==> config.mk <==
export PLATFORM = sky130hd
export DESIGN_NAME = dac_serial_monitor
export DESIGN_NICKNAME = d
export VERILOG_FILES = /design/src/rtl/dac_serial_monitor.sv
export SDC_FILE = /design/constraint.sdc
export NUM_CORES = 1
export LEC_CHECK = 0
export ABC_AREA = 1
export ABC_CLOCK_PERIOD_IN_PS = 6650
export CORE_MARGIN = 8
export CORE_UTILIZATION = 45
export CTS_BUF_LIST = sky130_fd_sc_hd__clkbuf_8
export DETAILED_ROUTE_END_ITERATION = 8
export PLACE_DENSITY = 0.84
export SYNTH_ARGS = -nofsm -noshare
export SYNTH_HDL_FRONTEND = slang
export SYNTH_SLANG_ARGS = --single-unit
==> constraint.sdc <==
create_clock -name clk -period 6.65 [get_ports clk]
set_input_delay 1.33 -clock clk [delete_from_list [all_inputs] [get_ports clk]]
set_output_delay 1.33 -clock clk [all_outputs]
set_load 0.05 [all_outputs]
Run 1, cell sizes after repair:
The bar under the picture is 50 um long.
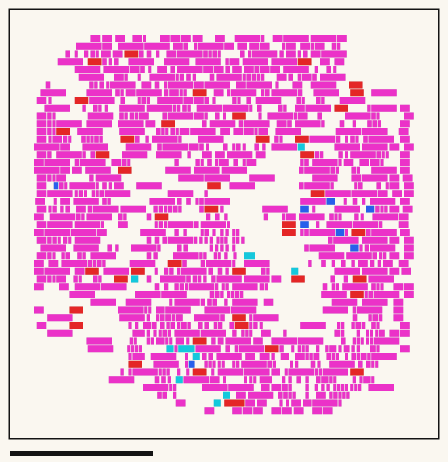
blue -> _2 cells  # cells 8
red -> _6 and larger  # cells 42
magenta -> _0 and _1 cells  # cells 971
cyan -> _3 and _4 cells  # cells 10
worst-case setup margin in the final layout: 3440 ps
Plain + repair buffers: 180
synthesis-to-layout area growth: 31.5%
post-route cell area: 10,600 um^2

Run 1, register map, names as in the netlist:
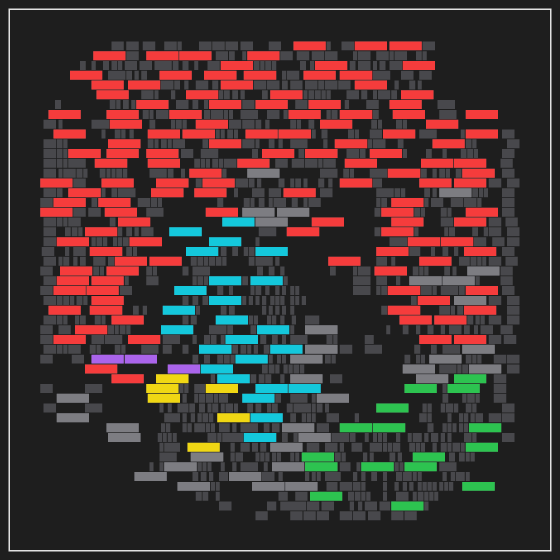
cyan -> shreg  # flops 24, where centre
purple -> din_pipe  # flops 3
green -> frame_count  # flops 16, where south-east
yellow -> bit_cnt  # flops 6
red -> shadow  # flops 128
not coloured = 34
FF/Latch Area: 5280 um^2
final core utilization: 59.8%
power consumed by sequential cells: 1300 uW
Seq/total area: 49.7%

Run 1, clock nets:
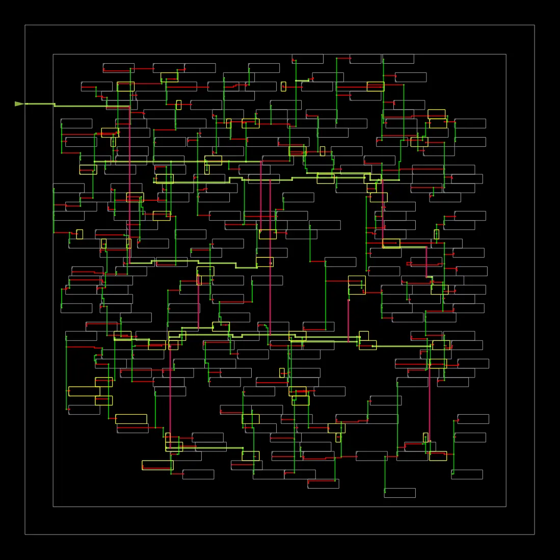
Max Clock Skew: 15.4 ps
TritonCTS Sinks: 211
number of sequential storage elements: 211
worst-skew pair later-pin latency: 520 ps

Run 1, metal 4:
Supply wires on this layer in grey.
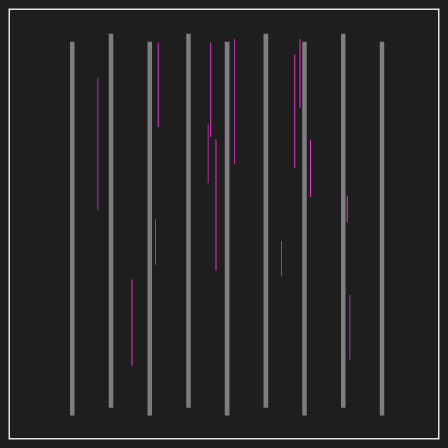
wire length on this layer = 390 um
share of all routed wire = 1.8%
nets with wire on the layer = 11
longest straight run = 46.2 um
detailed-route via count: 6,422
wirelength, routed: 22,100 um

==> flow_metrics.py, run 1 <==
# Synthesis and PnR figures
metrics = {
    "outcome": {
        "run_status": "complete, no violations",
    },
    "global_route": {
        "layer_with_the_highest_usage": "met2",
        "grt_start_max_net_pins": 144,
        "overall_fraction_of_global_route_tracks_in_use_pct": 19.7,
        "grt_use_met3_pct": 5.26,
    },
    "route": {
        "ant_nets": 0,
        "remaining_drc_errors": 0,
        "dr_wl_met3_um": 1760,
        "drtIter0Drc": 435,
        "detail_route.wl_per_cell_um": 17.6,
    },
    "final_timing": {
        "hold-worst-slack_ps": 346,
        "max_slew_margin_pct": 17.4,
        "setup_total_negative_slack_ps": 0,
        "fmax_mhz": 311,
        "finalClockPeriodUsage_pct": 48.3,
        "finalSetupViolCount": 0,
    },
    "power": {
        "comb_pwr_share_pct": 3.0,
        "power.switching_fraction_pct": 23.1,
        "cellLeakagePower_uw": 0.00476,
        "seqPwrFrac_pct": 53.5,
        "internal-power_uw": 1860,
        "pwr.group.combinational_uw": 73.4,
        "clk-power_uw": 1050,
    },
    "floorplan": {
        "site_row_count": 49,
        "nWellTaps": 229,
    },
    "worst_setup_path": {
        "crit_path_max_incr_delay_ps": 790,
        "ff2ff_path_depth": 7,
        "cpMaxStageDelayCell": "clkdlybuf4s50_1",
        "top_cell_by_count_worst_path": "inv_1",
        "crit_type": "reg -> out",
        "timing.critical_path.max_delay_family": "buffers and inverters",
        "path_max_fanout": 5,
        "cp.arrival_ps": 1880,
    },
    "synthesis": {
        "synth.area.top_cells": "dfrtp_1, nand2_1, o21ai_0",
        "number_of_synthesized_flops_with_an_enable_pin": 0,
        "mux_area_share_pct": 0,
        "synth_chip_area_um2": 8090,
        "post-synth-top-area-fraction_pct": 65.3,
        "synthesis.area_per_instance_um2": 9.72,
        "ys_top_logic_family": "simple AND/OR/NAND/NOR gates",
        "synthDominantAreaCellType": "dfrtp_1",
        "synth_warnings": 0,
        "synth_simple_gate_area_share_pct": 17.3,
        "synth.net_count": 840,
    },
    "placed_design": {
        "post_dp_hpwl_um": 14200,
        "pre_cts_worst_setup_slack_ps": 3950,
    },
    "clock_tree": {
        "ctsHoldBuffers": 0,
        "cts-buffers-inserted": 35,
        "clk_pin_slew_ps": 60,
        "clk_root_buffer_cell": "clkbuf_8",
        "cts_buffer_depth": 3,
        "tritoncts": "built",
        "h_tree_level_count": 2,
        "cts_repair_resize_count": 0,
    },
    "final_layout": {
        "final_cells": 1260,
        "final_common_cell": "nand2_1",
        "antennaDiodeCount": 0,
        "most_common_logic_cells_in_the_final_layout": "nand2_1, dfrtp_1, clkdlybuf4s50_1",
        "clockBufferCount": 41,
    },
    "job": {
        "max-cap-violations": 0,
    },
    "worst_hold_path": {
        "min_path_cells": 0,
    },
}
Run 1, clock network drawn from the DEF:
The bar under the picture is 50 um long.
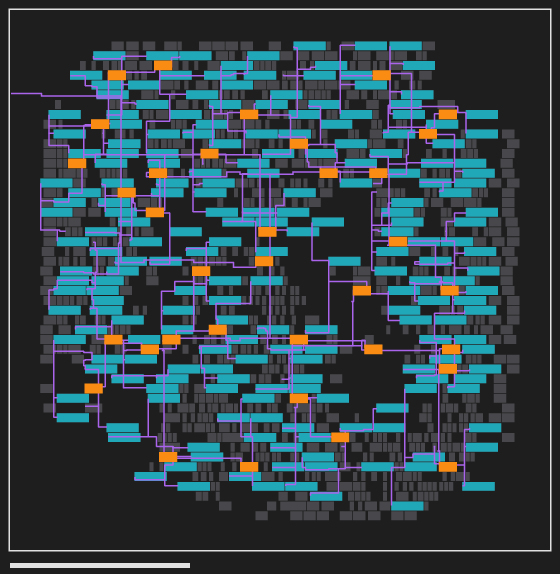

## Run 2: what changed since run 1
ABC_CLOCK_PERIOD_IN_PS = 3200   (was 6650)
PLACE_DENSITY = 0.81   (was 0.84)
clock period = 3.2 ns   (was 6.65 ns; I/O delays follow)
Run 2, clock network drawn from the DEF:
The bar under the picture is 50 um long.
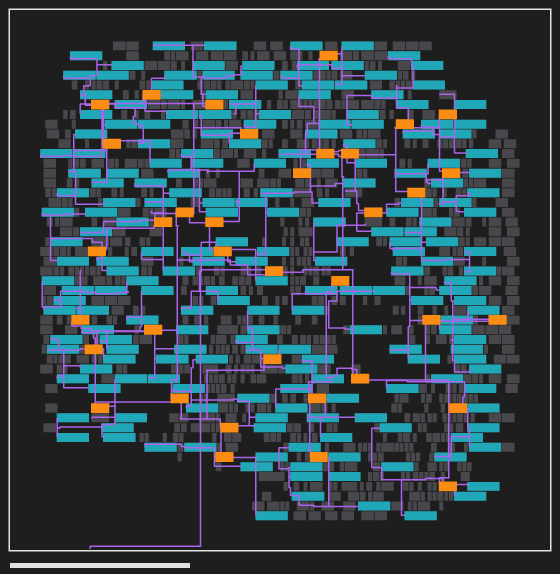
cyan -> flip-flops  # count 211
purple -> clock wires  # length 2,700 um
orange -> clock drivers  # count 36
flops lie = all over the die
routed clock nets = 37
worst-skew pair later-pin latency: 510 ps
power attributed to the clock group: 2310 uW
fraction of power consumed by the clock network: 44.7%
Max Clock Skew: 15.9 ps

Run 2, clock nets:
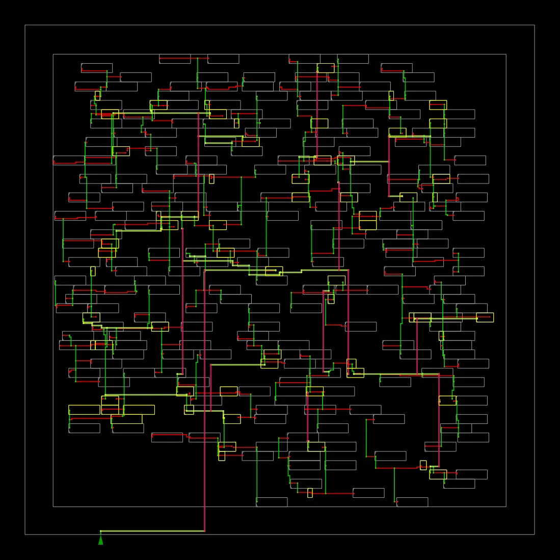
cts bufs inserted: 36
number of clock buffers in the layout: 45

==> run 2 against run 1 <==
Against the previous run: critical path depth did not move; core utilization rose by 0.63 points; routed wire length rose by 3.1%; via count rose by 1.7%; combinational power rose by 130%; critical path type unchanged.
==> flow_metrics.py, run 2 <==
# Synthesis and PnR figures
metrics = {
    "placed_design": {
        "post_dp_hpwl_um": 14800,
        "pre_cts_worst_setup_slack_ps": 739,
        "place.gp.congestion": 0.807,
    },
    "route": {
        "detail_route.wl_per_cell_um": 18.0,
        "dr_wl_met3_um": 1970,
        "dr_total_vias": 6531,
        "wirelength_um": 22800,
        "drtIter0Drc": 461,
        "remaining_drc_errors": 0,
    },
    "synthesis": {
        "yosys_register_bits": 211,
        "mux_area_share_pct": 0,
        "post-synth-top-area-fraction_pct": 65.3,
        "synthDominantAreaCellType": "dfrtp_1",
        "number_of_synthesized_flops_with_an_enable_pin": 0,
        "synth.net_count": 840,
        "synth_chip_area_um2": 8090,
        "synth_warnings": 0,
        "synth.area.top_cells": "dfrtp_1, nand2_1, o21ai_0",
        "synthesis.area_per_instance_um2": 9.72,
        "ys_top_logic_family": "simple AND/OR/NAND/NOR gates",
    },
    "worst_setup_path": {
        "crit_type": "reg -> out",
        "top_cell_by_count_worst_path": "inv_1",
        "cp.arrival_ps": 1890,
        "crit_path_max_incr_delay_ps": 800,
        "ff2ff_path_depth": 6,
        "timing.critical_path.max_delay_family": "buffers and inverters",
    },
    "final_timing": {
        "finalClockPeriodUsage_pct": 79.2,
        "max_slew_margin_pct": 41.9,
        "hold-worst-slack_ps": 340,
        "setup_total_negative_slack_ps": 0,
        "finalSetupViolCount": 0,
        "fmax_mhz": 395,
        "fin_ws_ps": 667,
    },
    "final_layout": {
        "n_sequential_cell": 211,
        "plain_repair_buffers": 187,
        "seq_share_pct": 49.1,
        "finalInstanceArea_um2": 10700,
        "most_common_logic_cells_in_the_final_layout": "nand2_1, dfrtp_1, clkdlybuf4s50_1",
        "sequential_cell_area_um2": 5280,
        "antennaDiodeCount": 0,
        "fin_util_pct": 60.4,
        "finish.net_count": 1025,
    },
    "clock_tree": {
        "clk_root_buffer_cell": "clkbuf_8",
        "cts_buffer_depth": 3,
        "h_tree_level_count": 2,
        "ctsHoldBuffers": 0,
        "clock_sinks": 211,
        "cts_repair_resize_count": 0,
        "clk_pin_slew_ps": 60,
    },
    "floorplan": {
        "nWellTaps": 229,
    },
    "global_route": {
        "grt_use_met3_pct": 5.65,
        "layer_with_the_highest_usage": "met2",
        "overall_fraction_of_global_route_tracks_in_use_pct": 20.1,
        "grt_start_max_net_pins": 54,
    },
    "power": {
        "power.sequential.total_uw": 2700,
        "power.switching_fraction_pct": 23.0,
        "pwr.group.combinational_uw": 167,
        "seqPwrFrac_pct": 52.1,
        "internal-power_uw": 3990,
        "comb_pwr_share_pct": 3.2,
    },
    "worst_hold_path": {
        "min_path_cells": 0,
    },
    "outcome": {
        "run_status": "complete, no violations",
    },
    "job": {
        "max-cap-violations": 0,
    },
}
Power figures rest on the tool's default switching activity, not on a simulated workload.
